--- src/rtl/axi_mem_loader_pkg.sv ---
// Shared types and AXI constants for the stream-to-AXI memory loader.
// Burst sizing helper keeps every burst inside one 4 KB page.
package axi_mem_loader_pkg;

  typedef enum logic [2:0] {
    IDLE,
    AW,
    W,
    B,
    DONE
  } state_e;

  localparam logic [1:0]  INCR       = 2'b01;
  localparam logic [2:0]  SIZE_8B    = 3'd3;
  localparam logic [1:0]  OKAY       = 2'b00;
  localparam logic [12:0] PAGE_BYTES = 13'd4096;

  // Beats for the next burst: limited by words left, MAX_BURST and room to the page end.
  function automatic logic [8:0] burst_beats(input logic [15:0] remain,
                                             input logic [11:0] page_off,
                                             input int unsigned max_burst);
    logic [12:0] room;
    logic [15:0] b;
    room = (PAGE_BYTES - {1'b0, page_off}) >> 3;
    b    = remain;
    if (b > 16'(max_burst)) b = 16'(max_burst);
    if (b > {3'b000, room}) b = {3'b000, room};
    return b[8:0];
  endfunction

endpackage

--- src/rtl/axi_mem_loader.sv ---
// Writes a 64-bit data stream to memory over an AXI write channel, one burst
// in flight at a time, splitting the job at MAX_BURST and 4 KB boundaries.
module axi_mem_loader
  import axi_mem_loader_pkg::*;
#(
  parameter int ID_WIDTH  = 6,
  parameter int AXI_ID    = 0,
  parameter int MAX_BURST = 16
) (
  input  logic                clk,
  input  logic                rst,
  input  logic                i_start,
  input  logic [31:0]         i_base,
  input  logic [15:0]         i_nwords,
  input  logic [63:0]         i_data,
  input  logic                i_valid,
  output logic                o_ready,
  output logic                o_busy,
  output logic                o_done,
  output logic                o_err,
  output logic [ID_WIDTH-1:0] o_awid,
  output logic [31:0]         o_awaddr,
  output logic [7:0]          o_awlen,
  output logic [2:0]          o_awsize,
  output logic [1:0]          o_awburst,
  output logic                o_awvalid,
  input  logic                i_awready,
  output logic [63:0]         o_wdata,
  output logic [7:0]          o_wstrb,
  output logic                o_wlast,
  output logic                o_wvalid,
  input  logic                i_wready,
  input  logic [ID_WIDTH-1:0] i_bid,
  input  logic [1:0]          i_bresp,
  input  logic                i_bvalid,
  output logic                o_bready
);

  state_e      r_state;
  logic [31:0] r_awaddr;
  logic [7:0]  r_awlen;
  logic        r_awvalid;
  logic        r_bready;
  logic        r_done;
  logic        r_err;
  logic [15:0] r_remain;
  logic [8:0]  r_beats;
  logic [8:0]  r_beat_cnt;

  logic [8:0]  w_first_beats;
  logic [31:0] w_next_addr;
  logic [15:0] w_next_remain;
  logic [8:0]  w_next_beats;
  logic        w_last_beat;
  logic        w_beat_xfer;
  logic        w_unused;

  assign w_first_beats = burst_beats(i_nwords, i_base[11:0], MAX_BURST);
  assign w_next_addr   = r_awaddr + {20'd0, r_beats, 3'd0};
  assign w_next_remain = r_remain - {7'd0, r_beats};
  assign w_next_beats  = burst_beats(w_next_remain, w_next_addr[11:0], MAX_BURST);
  assign w_last_beat   = (r_beat_cnt == r_beats - 9'd1);
  assign w_beat_xfer   = (r_state == W) && i_valid && i_wready;
  assign w_unused      = ^i_bid;

  always_ff @(posedge clk) begin
    if (rst) begin
      r_state    <= IDLE;
      r_awaddr   <= '0;
      r_awlen    <= '0;
      r_awvalid  <= 1'b0;
      r_bready   <= 1'b0;
      r_done     <= 1'b0;
      r_err      <= 1'b0;
      r_remain   <= '0;
      r_beats    <= '0;
      r_beat_cnt <= '0;
    end else begin
      r_done <= 1'b0;
      case (r_state)
        IDLE: begin
          if (i_start) begin
            if (i_nwords != 16'd0) begin
              r_awaddr  <= i_base;
              r_remain  <= i_nwords;
              r_beats   <= w_first_beats;
              r_awlen   <= 8'(w_first_beats - 9'd1);
              r_awvalid <= 1'b1;
              r_err     <= 1'b0;
              r_state   <= AW;
            end else begin
              r_state <= DONE;
            end
          end
        end
        AW: begin
          if (i_awready) begin
            r_awvalid  <= 1'b0;
            r_beat_cnt <= '0;
            r_state    <= W;
          end
        end
        W: begin
          if (w_beat_xfer) begin
            r_beat_cnt <= r_beat_cnt + 9'd1;
            if (w_last_beat) begin
              r_bready <= 1'b1;
              r_state  <= B;
            end
          end
        end
        B: begin
          if (i_bvalid) begin
            r_bready <= 1'b0;
            if (i_bresp != OKAY) r_err <= 1'b1;
            r_remain <= w_next_remain;
            if (w_next_remain != 16'd0) begin
              r_awaddr  <= w_next_addr;
              r_beats   <= w_next_beats;
              r_awlen   <= 8'(w_next_beats - 9'd1);
              r_awvalid <= 1'b1;
              r_state   <= AW;
            end else begin
              r_state <= DONE;
            end
          end
        end
        DONE: begin
          // Pulse is registered here, so it lands the cycle after DONE.
          r_done  <= 1'b1;
          r_state <= IDLE;
        end
        default: r_state <= IDLE;
      endcase
    end
  end

  assign o_awid    = ID_WIDTH'(AXI_ID);
  assign o_awaddr  = r_awaddr;
  assign o_awlen   = r_awlen;
  assign o_awsize  = SIZE_8B;
  assign o_awburst = INCR;
  assign o_awvalid = r_awvalid;
  // W channel is a straight pass-through of the stream while in W.
  assign o_wdata   = i_data;
  assign o_wstrb   = 8'hFF;
  assign o_wvalid  = (r_state == W) && i_valid;
  assign o_ready   = (r_state == W) && i_wready;
  assign o_wlast   = (r_state == W) && w_last_beat;
  assign o_bready  = r_bready;
  assign o_busy    = (r_state != IDLE);
  assign o_done    = r_done;
  assign o_err     = r_err;

endmodule
--- config.mk ---
export PLATFORM = sky130hd
export DESIGN_NAME = axi_mem_loader
export DESIGN_NICKNAME = d
export VERILOG_FILES = /design/src/rtl/axi_mem_loader_pkg.sv /design/src/rtl/axi_mem_loader.sv
export SDC_FILE = /design/constraint.sdc
export NUM_CORES = 1
export LEC_CHECK = 0
export ABC_AREA = 1
export CORE_ASPECT_RATIO = 0.75
export CORE_MARGIN = 5
export CORE_UTILIZATION = 42
export CTS_CLUSTER_SIZE = 12
export DETAILED_ROUTE_END_ITERATION = 12
export PLACE_DENSITY = 0.79
export SLEW_MARGIN = 20
export SYNTH_ARGS = -nofsm -noshare
export SYNTH_HDL_FRONTEND = slang
export SYNTH_SLANG_ARGS = --single-unit
--- constraint.sdc ---
create_clock -name clk -period 4.3 [get_ports clk]
set_input_delay 1.29 -clock clk [delete_from_list [all_inputs] [get_ports clk]]
set_output_delay 1.29 -clock clk [all_outputs]
set_load 0.005 [all_outputs]
**Run 1: placed cells, one color a class**

Scale bar: 50 µm.
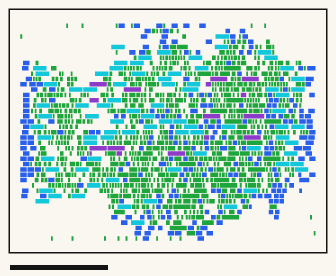
| class | color | cells | share of their area |
|---|---|---|---|
| remaining logic cells | green | 960 | 57% |
| remaining buffers and delay cells | blue | 243 | 22% |
| clock drivers and dummy loads | purple | 16 | 3.2% |
| registers | cyan | 81 | 17% |

**Run 1: where the registers sit**

Scale bar: 50 µm. Other sequential cells in the stronger gray, the rest of the logic in the fainter gray.
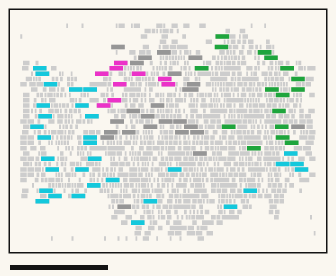
| signal | color | sequential cells |
|---|---|---|
| r_beat_cnt | magenta | 9 |
| o_awaddr | cyan | 32 |
| r_remain | green | 16 |

**Run 1: gate families picked out**

Scale bar: 50 µm.
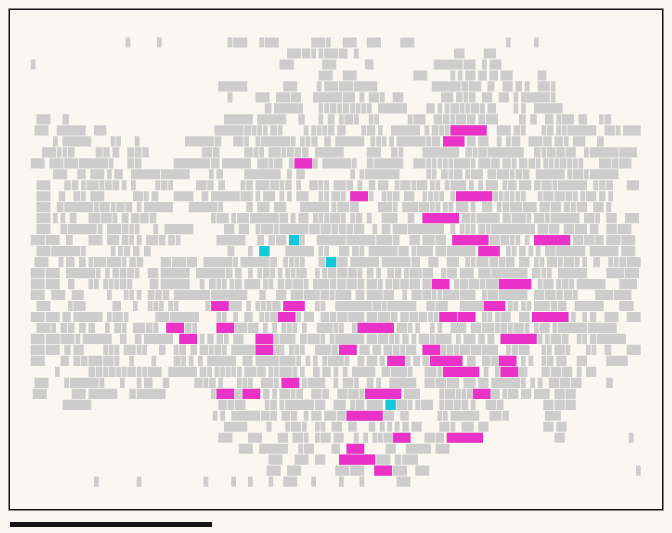
| family | color | cells | most used |
|---|---|---|---|
| non-inverting ao/oa cells | cyan | 4 | o21a_1 |
| fa/ha/maj cells | magenta | 43 | ha_1 |
non-filler cells, final: 1515
most numerous logic cell after layout: sky130_fd_sc_hd__nand2_1
Comb/total area: 50.6%

**Run 1: cell sizes after repair**

Scale bar: 50 µm.
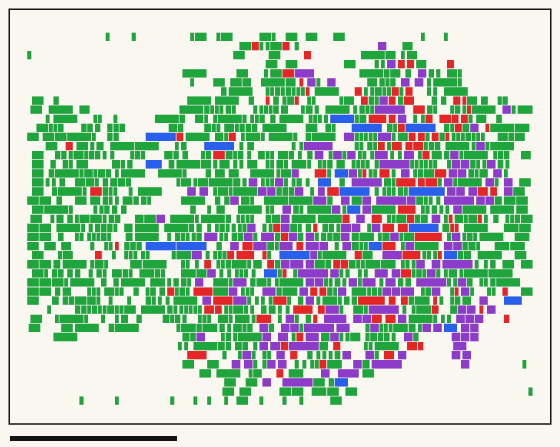
| size | color | cells | share |
|---|---|---|---|
| x6 and larger | blue | 21 | 1.6% |
| x1 and smaller | green | 982 | 76% |
| x3 and x4 | purple | 179 | 14% |
| x2 | red | 118 | 9.1% |

==> run notes, run 1 <==
The flow ran to the end, but the final reports show violations. The final reports fail on setup timing. Once layout is done, the placed cells without fillers occupy 9750 µm². The final estimated routing congestion in global placement came out at 0.929.

The logs give 0.00617 ns for the setup clock skew after layout and 10.7% for the proportion of power drawn by the clock network. The run gives 36200 µm for the global-route wire length before repair. The static leakage came out at 4.59 nW. The routing layer with the top usage in global route was met2. The run gives 627 as the violation count after the first detailed-routing iteration. Setup total negative slack on the finished layout was measured at -0.176 ns. Setup slack on the worst path after placement came out at -0.784 ns.

Remaining global-route overflow: 0. The count of clock buffers in the final design was 11. The first detailed-routing pass took 5 iterations.

The tools report the final setup slack of the worst path as -0.0906 ns. Yosys attributes the largest share of cell area to sky130_fd_sc_hd__dfxtp_1, sky130_fd_sc_hd__nand2_1, sky130_fd_sc_hd__buf_4, sky130_fd_sc_hd__ha_1, sky130_fd_sc_hd__inv_1. The run gives 5 for the critical-path maximum fanout. The vertical die dimension is 124 µm. After detailed routing, the wire length on met1 is 10100 µm. The timing report shows the most common cell along the critical path to be sky130_fd_sc_hd__nand2_2. The root buffer cell chosen for the clock tree is sky130_fd_sc_hd__clkbuf_16. The source of the worst hold timing path is o_awvalid$_SDFFE_PP0P_.

With the number of instances in the placed design at 1454, the time the final worst path needs with I/O delays and setup is 4.39 ns. The data required time reported for the critical path is 4.54 ns. Using the TritonRoute via totals, the vias-per-cell ratio works out to 5.33. In the final report, the number of endpoints failing setup comes to 5.

The clock network power reported by the tool is 0.000814 W. The power density normalized to cell area was 778 nW/µm². Across the VDD grid, the largest voltage drop is 0.398 mV. Measured on the finished design, the core utilization comes to 57.8%. For this design, the slowest cell found on the critical path is sky130_fd_sc_hd__dfxtp_4. The launch point of the critical path was reported as r_beats[0]$_SDFFE_PP0P_.

The number of placement rows came out at 41. Yosys shows that the main logic family after synthesis is simple AND/OR/NAND/NOR gates. For this run the detailed placement stage logged an HPWL of 16500 µm.

In the final layout, the multi-input gates occupy 4930 µm². The logs give 1498 for the filler cell count in the final layout and 1630 µm² for the storage element area. In this run the maximum-capacitance check reported violations numbering 0.

In the post-route report, total wirelength is listed as 24600 µm. TritonRoute output was used to compute an average wire per cell of 16.2 µm. The xor-xnor portion of the synthesized cell area is 4.70%. After detailed routing, the met2 layer carries 11400 µm of wire. The post-synth count of flops with an enable pin is 0. For the worst-skew pair, the clock arrives at the later sink with an insertion delay of 0.35 ns. In this build the clock could be raised as far as 0.228 GHz. The commonest cells after synthesis are sky130_fd_sc_hd__nand2_1, sky130_fd_sc_hd__inv_1, sky130_fd_sc_hd__nor2_1, sky130_fd_sc_hd__buf_4, sky130_fd_sc_hd__dfxtp_1. The buffer_ports step reported a buffer count of 104. The CTS report gives the tree buffer count as 9.

The register with the most flip-flops in the layout has 32 of them. The clock transition at the registers of the reported paths is 0.07 ns. STA classifies the critical path endpoint as a flip-flop.

The post-synthesis async set-or-reset flop share is 0%. With the number of cells upsized or downsized after cts at 61, the mux share of post-synthesis cell area is 0%. Relative slew slack: 54.8%.

The logs give 17.6% for the fraction of power consumed by sequential logic and 0.00377 W for the switching power summed over all nets. With the number of warnings reported in the yosys synthesis log at 0, the layout overhead on the synthesized area is 34.8%. The capture point of the critical path was reported as o_awlen[7]$_SDFFE_PP0P_. The initial antenna violation count was 0. The placed instances occupy a cell area of 8600 µm². From left edge to right edge, the die measures 162 µm. The tools report the buffer levels on the longest clock path as 2.

The category of cells accounting for the largest share of critical-path delay is simple AND/OR/NAND/NOR gates. The run gives 1128 for the cell count listed in synth_stat.txt. Setup repair after global routing could not meet its margin everywhere. Across all register-to-register paths, the minimum setup slack is -0.09 ns.

Endpoints failing hold in the final report were tallied at 0.
**Run 1: routing congestion map**

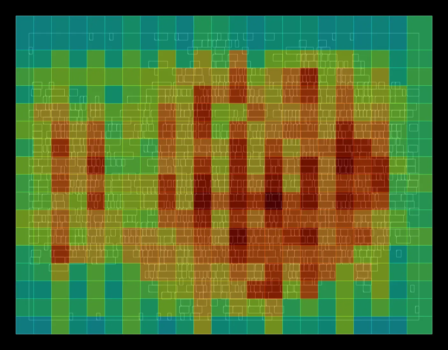

==> run 2: changes to the inputs <==
Settings changed: CTS_CLUSTER_SIZE 12 to 14, REMOVE_ABC_BUFFERS set to 1.
**Run 2: routing congestion map**

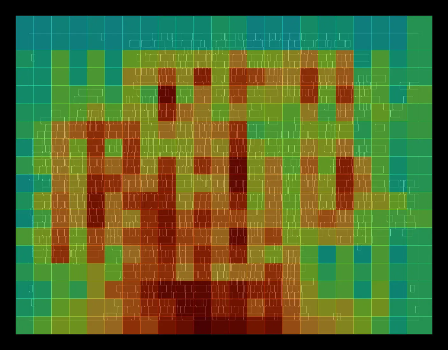
Finished Core Util: 58.3%
layer carrying the most global-route usage: met2
Avg WL per Cell: 18.8 µm

==> run 2 against run 1 <==
Compared with the run above:
- the run still ends with setup timing left
- synthesized area did not move
- clock-buffer cell count up 2
- wire length up 16%
- final cell count is 0.33% higher
- total power decreased by 0.13%
- largest power group unchanged
==> run notes, run 2 <==
The tools report the total placed instance area as 8650 µm². The destination of the critical timing path is r_remain[1]$_SDFFE_PP0P_. Sorting the synthesized cells by how often they occur yields sky130_fd_sc_hd__nand2_1, sky130_fd_sc_hd__inv_1, sky130_fd_sc_hd__nor2_1, sky130_fd_sc_hd__buf_4, sky130_fd_sc_hd__dfxtp_1. The kind of capture point of the worst setup path is a flip-flop. The power report attributes to the sequential group a share of 17.5%. Including well taps, the total number of placed cells is 1461.

The run finished, with violations left. The checks that failed: setup timing. Per the synth stats, the proportion of register bits with asynchronous set or reset is 0%. In the final layout, flip-flops and latches occupy 1630 µm². Before CTS, the worst setup slack after placement is -0.816 ns.

Summing all multi-input logic gate instances after layout gives 4940 µm². The synthesis report lists the most area-consuming cells as sky130_fd_sc_hd__dfxtp_1, sky130_fd_sc_hd__nand2_1, sky130_fd_sc_hd__buf_4, sky130_fd_sc_hd__ha_1, sky130_fd_sc_hd__inv_1. The clock transition at the registers of the reported paths was 0.07 ns; the flip-flop count of the largest register, all copies and words added was 32.

For the overall routed net length, the log shows 28600 µm. In the synthesized netlist, the dominant kind of combinational cell is simple AND/OR/NAND/NOR gates. Clock skew on the completed layout was measured at 0.0102 ns. The tools report the switching power summed over all nets as 0.00373 W.

Category of cells accounting for the largest share of critical-path delay: buffers and inverters. Per the OpenROAD floorplan log, the height of the die is 124 µm. Clock tree synthesis selected as its root buffer the cell sky130_fd_sc_hd__clkbuf_16. The synthesis run shows multiplexers occupying 0% of the cell area.

The flow reports that the clock network draws 10.9% of the design power. After layout, the clock buffer instance count stands at 13. The slowest stage of the critical path is the sky130_fd_sc_hd__clkdlybuf4s15_1 cell. The number of flops mapped to enable cells by yosys came out at 0. With the static leakage at 4.63 nW, the global-route wire length before repair is 40100 µm. The final report lists the setup-violating endpoint count as 4. The tools report the final setup slack of the worst path as -0.0739 ns. For this run, the number of Yosys warnings is 0.

The most frequently placed logic cell in the final layout was sky130_fd_sc_hd__nand2_1. The floorplan has 41 rows. The launching instance or port of the critical path is i_nwords[1]. The buffer levels on the longest clock path was 2. The initial antenna violation count is 0, and the power density normalized to cell area is 770 nW/µm². The critical-path maximum fanout was 22.

The cell repeated most along the worst path is sky130_fd_sc_hd__buf_4.
**Run 2: cell sizes after repair**

Scale bar: 50 µm.
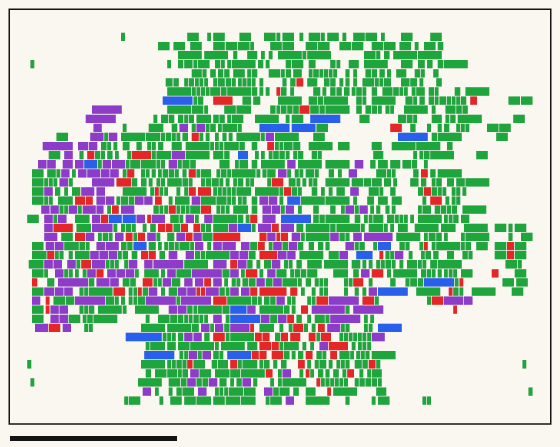
cell area after layout: 9830 µm²
number of buffers other than clock buffers in the final layout: 248
Area Overhead vs Synth: 35.9%
final setup slack of the worst path: -0.0739 ns

Power is estimated from default activity; no workload was simulated.
